`config.mk`:
```
export PLATFORM = sky130hd
export DESIGN_NAME = display_transition_sequencer_flat
export DESIGN_NICKNAME = d
export VERILOG_FILES = /design/src/rtl/display_transition_sequencer_if.sv /design/src/rtl/display_transition_sequencer.sv /design/src/flat_wrapper.sv
export SDC_FILE = /design/constraint.sdc
export NUM_CORES = 1
export LEC_CHECK = 0
export CORE_ASPECT_RATIO = 0.75
export CORE_MARGIN = 4
export CORE_UTILIZATION = 46
export CTS_CLUSTER_SIZE = 20
export DETAILED_ROUTE_END_ITERATION = 8
export HOLD_SLACK_MARGIN = 0.1
export PLACE_DENSITY = 0.87
export SKIP_CTS_REPAIR_TIMING = 1
export SKIP_LAST_GASP = 1
export SLEW_MARGIN = 20
export SYNTH_ARGS = -nofsm -noshare
export SYNTH_HDL_FRONTEND = slang
export SYNTH_SLANG_ARGS = --single-unit
```
`constraint.sdc`:
```
create_clock -name clk -period 7 [get_ports clk]
set_input_delay 1.75 -clock clk [delete_from_list [all_inputs] [get_ports clk]]
set_output_delay 1.75 -clock clk [all_outputs]
set_load 0.005 [all_outputs]
```
`src/rtl/display_transition_sequencer_if.sv`:
```
// rtl/display_transition_sequencer_if.sv - CPU and display peripheral bus bundle for the transition sequencer
interface display_transition_sequencer_if;
    logic [31:0] cpu_addr;
    logic [31:0] cpu_data_in;
    logic        cpu_wren;
    logic        cpu_rden;
    logic [31:0] cpu_data_out;
    logic        cpu_stall;
    logic [31:0] per_addr;
    logic [31:0] per_data_in;
    logic        per_wren;
    logic        per_rden;
    logic [31:0] per_data_out;
    logic        busy;

    // master: the sequencer itself (serves the CPU, drives the peripheral)
    modport master (
        input  cpu_addr, cpu_data_in, cpu_wren, cpu_rden, per_data_out,
        output cpu_data_out, cpu_stall, per_addr, per_data_in, per_wren, per_rden, busy
    );

    // slave: the surrounding system (CPU and peripheral models)
    modport slave (
        output cpu_addr, cpu_data_in, cpu_wren, cpu_rden, per_data_out,
        input  cpu_data_out, cpu_stall, per_addr, per_data_in, per_wren, per_rden, busy
    );
endinterface

```
`src/rtl/display_transition_sequencer.sv`:
```
// rtl/display_transition_sequencer.sv - intercepts display mode changes and fades brightness around them
// Optional status register at BASE_ADDR+0x1C enabled by DISP_SEQ_STATUS_EN.
module display_transition_sequencer #(
    parameter logic [31:0] BASE_ADDR   = 32'hFFFF1000,
    parameter int          STEP        = 8,
    parameter int          STEP_CYCLES = 1024
) (
    input  logic                           clk,
    input  logic                           reset,
    display_transition_sequencer_if.master bus
);

    localparam logic [31:0] MODE_ADDR   = BASE_ADDR;
    localparam logic [31:0] BRI_ADDR    = BASE_ADDR + 32'h4;
    localparam logic [31:0] STATUS_ADDR = BASE_ADDR + 32'h1C;
    localparam int          TW          = (STEP_CYCLES > 1) ? $clog2(STEP_CYCLES) : 1;
    localparam logic [TW-1:0] RELOAD    = TW'(STEP_CYCLES - 1);
    localparam logic [7:0]  STEP_B      = 8'(STEP);

    typedef enum logic [1:0] {
        IDLE     = 2'd0,
        FADE_OUT = 2'd1,
        SWITCH   = 2'd2,
        FADE_IN  = 2'd3
    } state_t;

    state_t        state;
    logic          cur_mode;
    logic          pend_mode;
    logic [7:0]    cur_bri;
    logic [7:0]    tgt_bri;
    logic [TW-1:0] timer;
    logic          seq_wren;
    logic [31:0]   seq_addr;
    logic [31:0]   seq_data;

    logic          idle;
    logic          mode_hit;
    logic          bri_hit;
    logic          status_hit;
    logic          mode_change;
    logic [7:0]    bri_down;
    logic [8:0]    bri_sum;
    logic [7:0]    bri_up;

    always_comb begin
        idle        = (state == IDLE);
        mode_hit    = (bus.cpu_addr == MODE_ADDR);
        bri_hit     = (bus.cpu_addr == BRI_ADDR);
`ifdef DISP_SEQ_STATUS_EN
        status_hit  = (bus.cpu_addr == STATUS_ADDR);
`else
        status_hit  = 1'b0;
`endif
        mode_change = bus.cpu_wren && mode_hit && (bus.cpu_data_in[0] != cur_mode);
        bri_down    = (cur_bri > STEP_B) ? (cur_bri - STEP_B) : 8'd0;
        bri_sum     = {1'b0, cur_bri} + {1'b0, STEP_B};
        bri_up      = (bri_sum > {1'b0, tgt_bri}) ? tgt_bri : bri_sum[7:0];
    end

    // Bus steering: CPU passthrough in IDLE, sequencer-owned peripheral bus otherwise
    always_comb begin
        bus.busy         = !idle;
        bus.cpu_data_out = 32'h0;
        if (idle) begin
            bus.per_addr    = bus.cpu_addr;
            bus.per_data_in = bus.cpu_data_in;
            bus.per_wren    = bus.cpu_wren && !mode_change && !status_hit;
            bus.per_rden    = bus.cpu_rden && !status_hit;
            bus.cpu_stall   = 1'b0;
            if (bus.cpu_rden && !status_hit)
                bus.cpu_data_out = bus.per_data_out;
        end else begin
            bus.per_addr    = seq_addr;
            bus.per_data_in = seq_data;
            bus.per_wren    = seq_wren;
            bus.per_rden    = 1'b0;
            bus.cpu_stall   = (bus.cpu_wren || bus.cpu_rden) && !status_hit;
        end
`ifdef DISP_SEQ_STATUS_EN
        if (status_hit && bus.cpu_rden)
            bus.cpu_data_out = {16'h0, cur_bri, 7'h0, !idle};
`endif
    end

    // A fade step's write is visible the cycle after it is computed, so the exit
    // test on cur_bri runs while that final write is still on the bus.
    always_ff @(posedge clk or posedge reset) begin
        if (reset) begin
            state     <= IDLE;
            cur_mode  <= 1'b0;
            pend_mode <= 1'b0;
            cur_bri   <= 8'd255;
            tgt_bri   <= 8'd255;
            timer     <= '0;
            seq_wren  <= 1'b0;
            seq_addr  <= 32'h0;
            seq_data  <= 32'h0;
        end else begin
            seq_wren <= 1'b0;
            case (state)
                IDLE: begin
                    if (bus.cpu_wren && bri_hit) begin
                        cur_bri <= bus.cpu_data_in[7:0];
                        tgt_bri <= bus.cpu_data_in[7:0];
                    end
                    if (mode_change) begin
                        pend_mode <= bus.cpu_data_in[0];
                        timer     <= RELOAD;
                        if (cur_bri == 8'd0) begin
                            state    <= SWITCH;
                            seq_wren <= 1'b1;
                            seq_addr <= MODE_ADDR;
                            seq_data <= {31'h0, bus.cpu_data_in[0]};
                        end else begin
                            state <= FADE_OUT;
                        end
                    end
                end
                FADE_OUT: begin
                    if (cur_bri == 8'd0) begin
                        state    <= SWITCH;
                        seq_wren <= 1'b1;
                        seq_addr <= MODE_ADDR;
                        seq_data <= {31'h0, pend_mode};
                    end else if (timer == '0) begin
                        cur_bri  <= bri_down;
                        seq_wren <= 1'b1;
                        seq_addr <= BRI_ADDR;
                        seq_data <= {24'h0, bri_down};
                        timer    <= RELOAD;
                    end else begin
                        timer <= timer - 1'b1;
                    end
                end
                SWITCH: begin
                    cur_mode <= pend_mode;
                    timer    <= RELOAD;
                    state    <= (tgt_bri == 8'd0) ? IDLE : FADE_IN;
                end
                FADE_IN: begin
                    if (cur_bri == tgt_bri) begin
                        state <= IDLE;
                    end else if (timer == '0) begin
                        cur_bri  <= bri_up;
                        seq_wren <= 1'b1;
                        seq_addr <= BRI_ADDR;
                        seq_data <= {24'h0, bri_up};
                        timer    <= RELOAD;
                    end else begin
                        timer <= timer - 1'b1;
                    end
                end
                default: state <= IDLE;
            endcase
        end
    end

endmodule
```
`src/flat_wrapper.sv`:
```
// flat-port wrapper written by rule: the top's interface ports become plain ports
module display_transition_sequencer_flat 
#(
    parameter logic [31:0] BASE_ADDR   = 32'hFFFF1000,
    parameter int          STEP        = 8,
    parameter int          STEP_CYCLES = 1024
)
  (clk, reset, bus_cpu_addr, bus_cpu_data_in, bus_cpu_wren, bus_cpu_rden, bus_per_data_out, bus_cpu_data_out, bus_cpu_stall, bus_per_addr, bus_per_data_in, bus_per_wren, bus_per_rden, bus_busy);
  display_transition_sequencer_if bus_i ();
  input  logic clk;
  input  logic reset;
  input wire logic [$bits(bus_i.cpu_addr)-1:0] bus_cpu_addr;
  input wire logic [$bits(bus_i.cpu_data_in)-1:0] bus_cpu_data_in;
  input wire logic [$bits(bus_i.cpu_wren)-1:0] bus_cpu_wren;
  input wire logic [$bits(bus_i.cpu_rden)-1:0] bus_cpu_rden;
  input wire logic [$bits(bus_i.per_data_out)-1:0] bus_per_data_out;
  output wire logic [$bits(bus_i.cpu_data_out)-1:0] bus_cpu_data_out;
  output wire logic [$bits(bus_i.cpu_stall)-1:0] bus_cpu_stall;
  output wire logic [$bits(bus_i.per_addr)-1:0] bus_per_addr;
  output wire logic [$bits(bus_i.per_data_in)-1:0] bus_per_data_in;
  output wire logic [$bits(bus_i.per_wren)-1:0] bus_per_wren;
  output wire logic [$bits(bus_i.per_rden)-1:0] bus_per_rden;
  output wire logic [$bits(bus_i.busy)-1:0] bus_busy;
  assign bus_i.cpu_addr = bus_cpu_addr;
  assign bus_i.cpu_data_in = bus_cpu_data_in;
  assign bus_i.cpu_wren = bus_cpu_wren;
  assign bus_i.cpu_rden = bus_cpu_rden;
  assign bus_i.per_data_out = bus_per_data_out;
  assign bus_cpu_data_out = bus_i.cpu_data_out;
  assign bus_cpu_stall = bus_i.cpu_stall;
  assign bus_per_addr = bus_i.per_addr;
  assign bus_per_data_in = bus_i.per_data_in;
  assign bus_per_wren = bus_i.per_wren;
  assign bus_per_rden = bus_i.per_rden;
  assign bus_busy = bus_i.busy;
  display_transition_sequencer #(.BASE_ADDR(BASE_ADDR), .STEP(STEP), .STEP_CYCLES(STEP_CYCLES)) u_core (.clk(clk), .reset(reset), .bus(bus_i));
endmodule
```
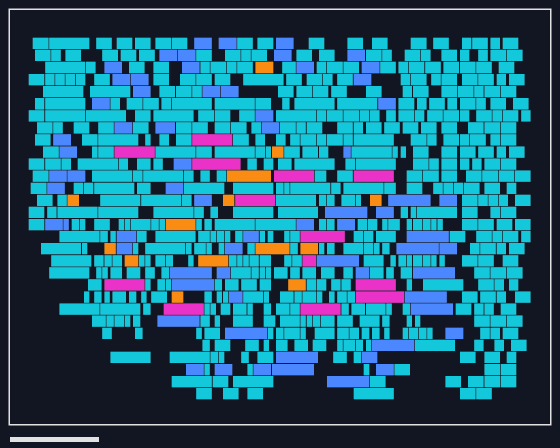
run_1/sizes.png
Scale bar: 20 um.
[cyan] _0 and _1 cells | cells: 562
[magenta] _6 and larger | cells: 13
[orange] _3 and _4 cells | cells: 14
[blue] _2 cells | cells: 68
count of plain and timing-repair buffers: 203
fin area: 6840 um^2
area grow syn2layout: 53.7%
setup ws final: 1.11 ns

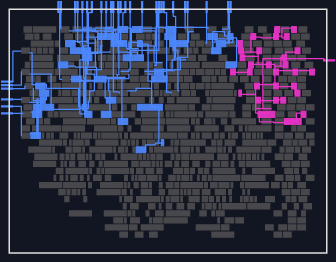
run_1/io_fan.png
[magenta] bus_cpu_rden | direction: input | end cells: 34 | buffers: 1 | wire: 241 um
[blue] bus_cpu_addr | direction: input | end cells: 43 | buffers: 32 | wire: 1350 um
Port Buffer Count: 199
I/O Pins: 200

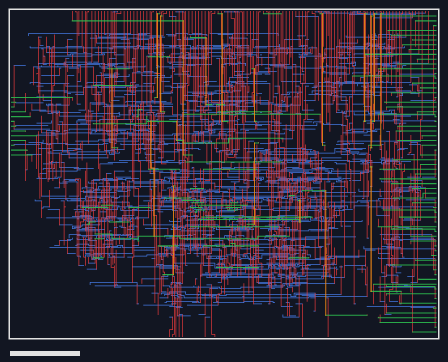
run_1/wires.png
Scale bar: 20 um.
[orange] metal 4 | wire length: 514 um
[red] metal 2 | wire length: 7870 um
[green] metal 3 | wire length: 1180 um
[blue] metal 1 | wire length: 5980 um
drt wl/cell: 19.8 um
final WL: 15.5 mm

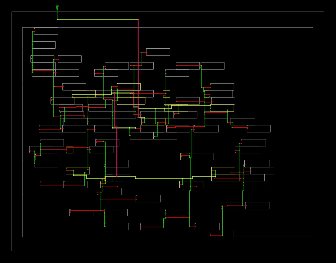
run_1/clocks.png
clock-net power: 0.494 mW
Num CTS Buffers: 9
clk_skew: 0.00343 ns
flop count: 71

==> run 1: layer usage <==
| layer | part of all wire | vias to the layer above |
|---|---|---|
| li1 | - | 2015 |
| met1 | 0.38 | 2106 |
| met2 | 0.51 | 202 |
| met3 | 0.076 | 38 |
| met4 | 0.033 | 0 |
| met5 | 0 | - |
==> run 1: state kept, by name, indices dropped and copies added (netlist names) <==
name / cells
u_core.seq_addr: 32
u_core.timer: 10
u_core.cur_bri: 8
u_core.seq_data: 8
u_core.tgt_bri: 8
u_core.state: 2
u_core.cur_mode: 1
u_core.pend_mode: 1
u_core.seq_wren: 1
==> run 1: metrics by stage <==
stage	instances	hold slack [ns]	setup WS, ns
after floorplan	468	0.430	2.23
after global placement	768	0.452	1.16
after detailed placement	768	0.454	1.12
after CTS	784	0.480	1.11
after global routing	785	0.494	1.03
final	785	0.471	1.11
==> run 1: cells in the mapped netlist, drive strengths merged, types with 6 or more instances <==
| cell | n |
|---|---|
| nand2 | 35 |
| nand4 | 6 |
| o21ai | 29 |
| clkbuf | 24 |
| xnor2 | 7 |
| and2 | 42 |
| buf | 6 |
| inv | 17 |
| nand2b | 18 |
| a21oi | 12 |
| ha | 11 |
| nor4 | 6 |
| nor2 | 27 |
| dfrtp | 55 |
| and3 | 39 |
| dfstp | 16 |
| a31oi | 8 |
| mux2 | 42 |
| nand3 | 9 |
==> run 1: final cells by class <==
class	count	area, um^2
multi-input combinational	350	2450
fill	672	2390
timing repair buffer	203	2040
sequential	71	1800
clock buffer	9	225
tap	128	160
clock inverter	7	96.3
inverter	17	63.8
==> run 1: cell families (layout without fill, tap and decap cells) <==
family,Yosys count,in the layout
mux,46,46
flops,71,71
compound gates,79,79
xor+xnor,11,11
fa+ha+maj,11,11
simple gates,203,203
buf+inv,47,236
==> flow_summary.ini, run 1 <==
; yosys + openroad results
[clock_tree]
clk_path_buf_depth = 2

[power]
p_total_mw = 0.979
p_comb_mw = 0.0742
p_leak_nw = 3.07
combPwrFrac = 0.076
vdd_drop_max_mv = 0.107
clockPowerShare = 0.505
seq_power_mw = 0.411

[outcome]
status = complete, no violations

[timing]
period_needed_ns = 5.89
grt_setup_unrepaired = false

[critical_path]
crit_fanout = 7
cp-end-kind = output port
r2r_start = u_core.cur_bri[3]
crit_arrival_ns = 4.14
rrSetupSlack_ns = 3.78
crit_start = bus_cpu_addr[15]

[run]
drv_cap = 0

[detailed_routing]
vias = 4361

[final_layout]
final_cell_mix = clkdlybuf4s50_1, dfrtp_1, mux2_2, and2_1, and3_1

[min_path]
hold_path_class = reg2reg

[synthesis]
ys_seq_share = 0.404
yosys_warnings = 0
syn_avg_cell_area_um2 = 9.51
numSynthFlops = 71
ys.flop_type = dfrtp_1
ys_cells = 468

[global_route]
grt.busiest_layer = met2
grt_pass1_vias = 4474
grt_use_total = 0.267

[floorplanning]
coreArea_um2 = 9230
==> inputs of run 2 (changes only) <==
--- a/config.mk
+++ b/config.mk
@@ -7,11 +7,11 @@
 export LEC_CHECK = 0
 export CORE_ASPECT_RATIO = 0.75
 export CORE_MARGIN = 4
-export CORE_UTILIZATION = 46
+export CORE_UTILIZATION = 43
 export CTS_CLUSTER_SIZE = 20
 export DETAILED_ROUTE_END_ITERATION = 8
 export HOLD_SLACK_MARGIN = 0.1
-export PLACE_DENSITY = 0.87
+export PLACE_DENSITY = 0.82
 export SKIP_CTS_REPAIR_TIMING = 1
 export SKIP_LAST_GASP = 1
 export SLEW_MARGIN = 20
==> constraint.sdc (replaced) <==
create_clock -name clk -period 5.66 [get_ports clk]
set_input_delay 1.415 -clock clk [delete_from_list [all_inputs] [get_ports clk]]
set_output_delay 1.415 -clock clk [all_outputs]
set_load 0.005 [all_outputs]
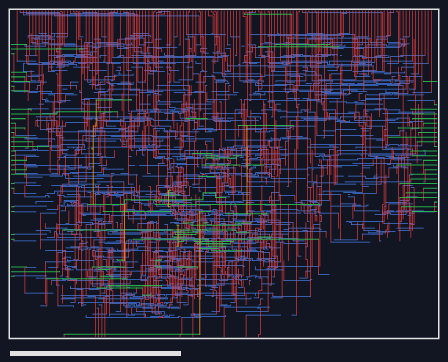
run_2/wires.png
Scale bar: 50 um.
[orange] metal 4 | wire length: 121 um
[blue] metal 1 | wire length: 6390 um
[green] metal 3 | wire length: 897 um
[red] metal 2 | wire length: 7210 um
final WL: 14.6 mm
drt wl/cell: 18.5 um
routed via count: 4222
gr usage total: 0.234

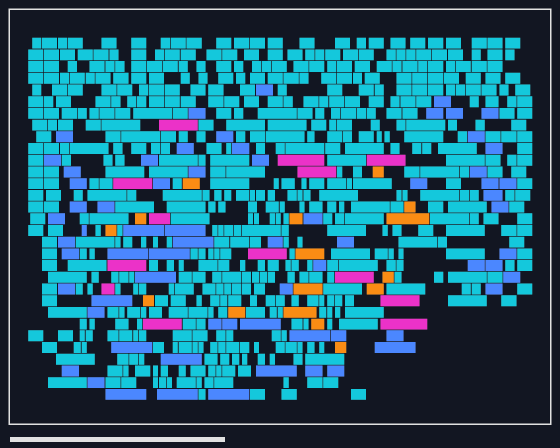
run_2/sizes.png
Scale bar: 50 um.
[orange] _3 and _4 cells | cells: 16
[cyan] _0 and _1 cells | cells: 562
[magenta] _6 and larger | cells: 13
[blue] _2 cells | cells: 67
setup ws final: 0.645 ns
fin area: 6840 um^2
count of plain and timing-repair buffers: 204
area grow syn2layout: 53.7%

==> run 2 against run 1 <==
Sequential power grew 24%. Routed wire length decreased by 6.0%. Register-to-register slack worse by 1.5 ns. Flip-flop count did not move. Cell count is 0.64% higher. Combinational power rose by 23%. First-iteration DRC count up 17%. Synthesized cell count is the same. Critical path depth stayed put. Design area about the same. Setup slack worse by 0.46 ns. Critical path type unchanged. Largest cell class unchanged. Largest power group unchanged.
==> flow_summary.ini, run 2 <==
; yosys + openroad results
[synthesis]
yosys_warnings = 0
numSynthFlops = 71
ys.flop_type = dfrtp_1
syn_nets = 579
ys_cells = 468
common_cells = dfrtp_1, mux2_2, and2_1
ys_seq_share = 0.404
synth_top_cell_by_count = dfrtp_1
yosysUniqueCellTypes = 57
syn_avg_cell_area_um2 = 9.51

[timing]
period_needed_ns = 5.01
period_used_share = 0.886
slew_headroom = 0.380
grt_setup_unrepaired = false

[final_layout]
largest_reg_flops = 32
drive_gt1_frac = 0.146
regMostFlops = u_core.seq_addr
fill_cells = 702
fin_cells = 790
final_core_util = 0.692
final_cell_mix = clkdlybuf4s50_1, dfrtp_1, mux2_2, and2_1, and3_1
n_antenna_cell = 0
top_regs = u_core.seq_addr: 32 flops, u_core.timer: 10 flops

[place]
io_buffers = 199
place_ws_ns = 0.647
gp_congestion = 0.890
place_inst = 774

[clock_tree]
clk_path_buf_depth = 2
cts_made_buffers = 9

[min_path]
hold_path_class = reg2reg
hold-path-endpoint = u_core.seq_addr[29]

[global_route]
grt_pass1_vias = 4229

[floorplanning]
coreArea_um2 = 9890
ios = 200

[power]
p_total_mw = 1.22
p_leak_nw = 3.08
vdd_drop_max_mv = 0.142

[critical_path]
crit_arrival_ns = 3.60
cp-end-kind = output port
r2r_start = u_core.cur_bri[3]
crit_fanout = 2
rrSetupSlack_ns = 2.31

[detailed_routing]
firstDrtPassIters = 5

[outcome]
status = complete, no violations

[run]
drv_cap = 0
## run 2: worst max path at each step
stage | endpoint | cells after the start | from
final | bus_per_wren | 6 | bus_cpu_addr[15]
after CTS | bus_per_wren | 6 | bus_cpu_addr[15]
after global routing | bus_per_wren | 6 | bus_cpu_addr[15]
after floorplan | bus_per_wren | 4 | bus_cpu_addr[15]
after detailed placement | bus_per_wren | 6 | bus_cpu_addr[15]
after global placement | bus_per_wren | 6 | bus_cpu_addr[15]
## run 2: power breakdown
part             switching (mW)  total (mW)  internal, mW
Combinational            0.0289      0.0915        0.0626
Clock                     0.221       0.621         0.400
Sequential     0.00000000000117       0.508         0.508
Total                     0.250        1.22         0.971
## run 2: kinds of logic after synthesis
logic type                 synth area share
adders and majority gates            0.0309
AOI/OAI and AO/OA                     0.123
muxes                                 0.115
buffers and inverters                0.0472
xor gates and xnor gates             0.0216
and+or+nand+nor                       0.259
DFF                                   0.404
## run 2: routing by layer
layer	global-route usage	share of wire
met3	0.0516	0.061
met4	0.0442	0.0082
met5	0	0
met1	0.332	0.44
met2	0.374	0.49
## run 2: stage by stage
stage | hold WS [ns] | instance area, um^2
floorplan | 0.430 | 4450
global placement | 0.454 | 6510
detailed placement | 0.450 | 6510
CTS | 0.466 | 6840
global route | 0.488 | 6840
finish | 0.466 | 6840
## run 2: final cells by class
type / instances / area [um^2] / area share
inverter: 17 / 63.8 / 0.00933
clock inverter: 6 / 92.6 / 0.0135
sequential: 71 / 1800 / 0.263
tap: 132 / 165 / 0.0241
timing repair buffer: 204 / 2030 / 0.297
multi-input combinational: 350 / 2450 / 0.359
clock buffer: 10 / 239 / 0.0349
No activity file was given, so power comes from the tool's default toggle rates.
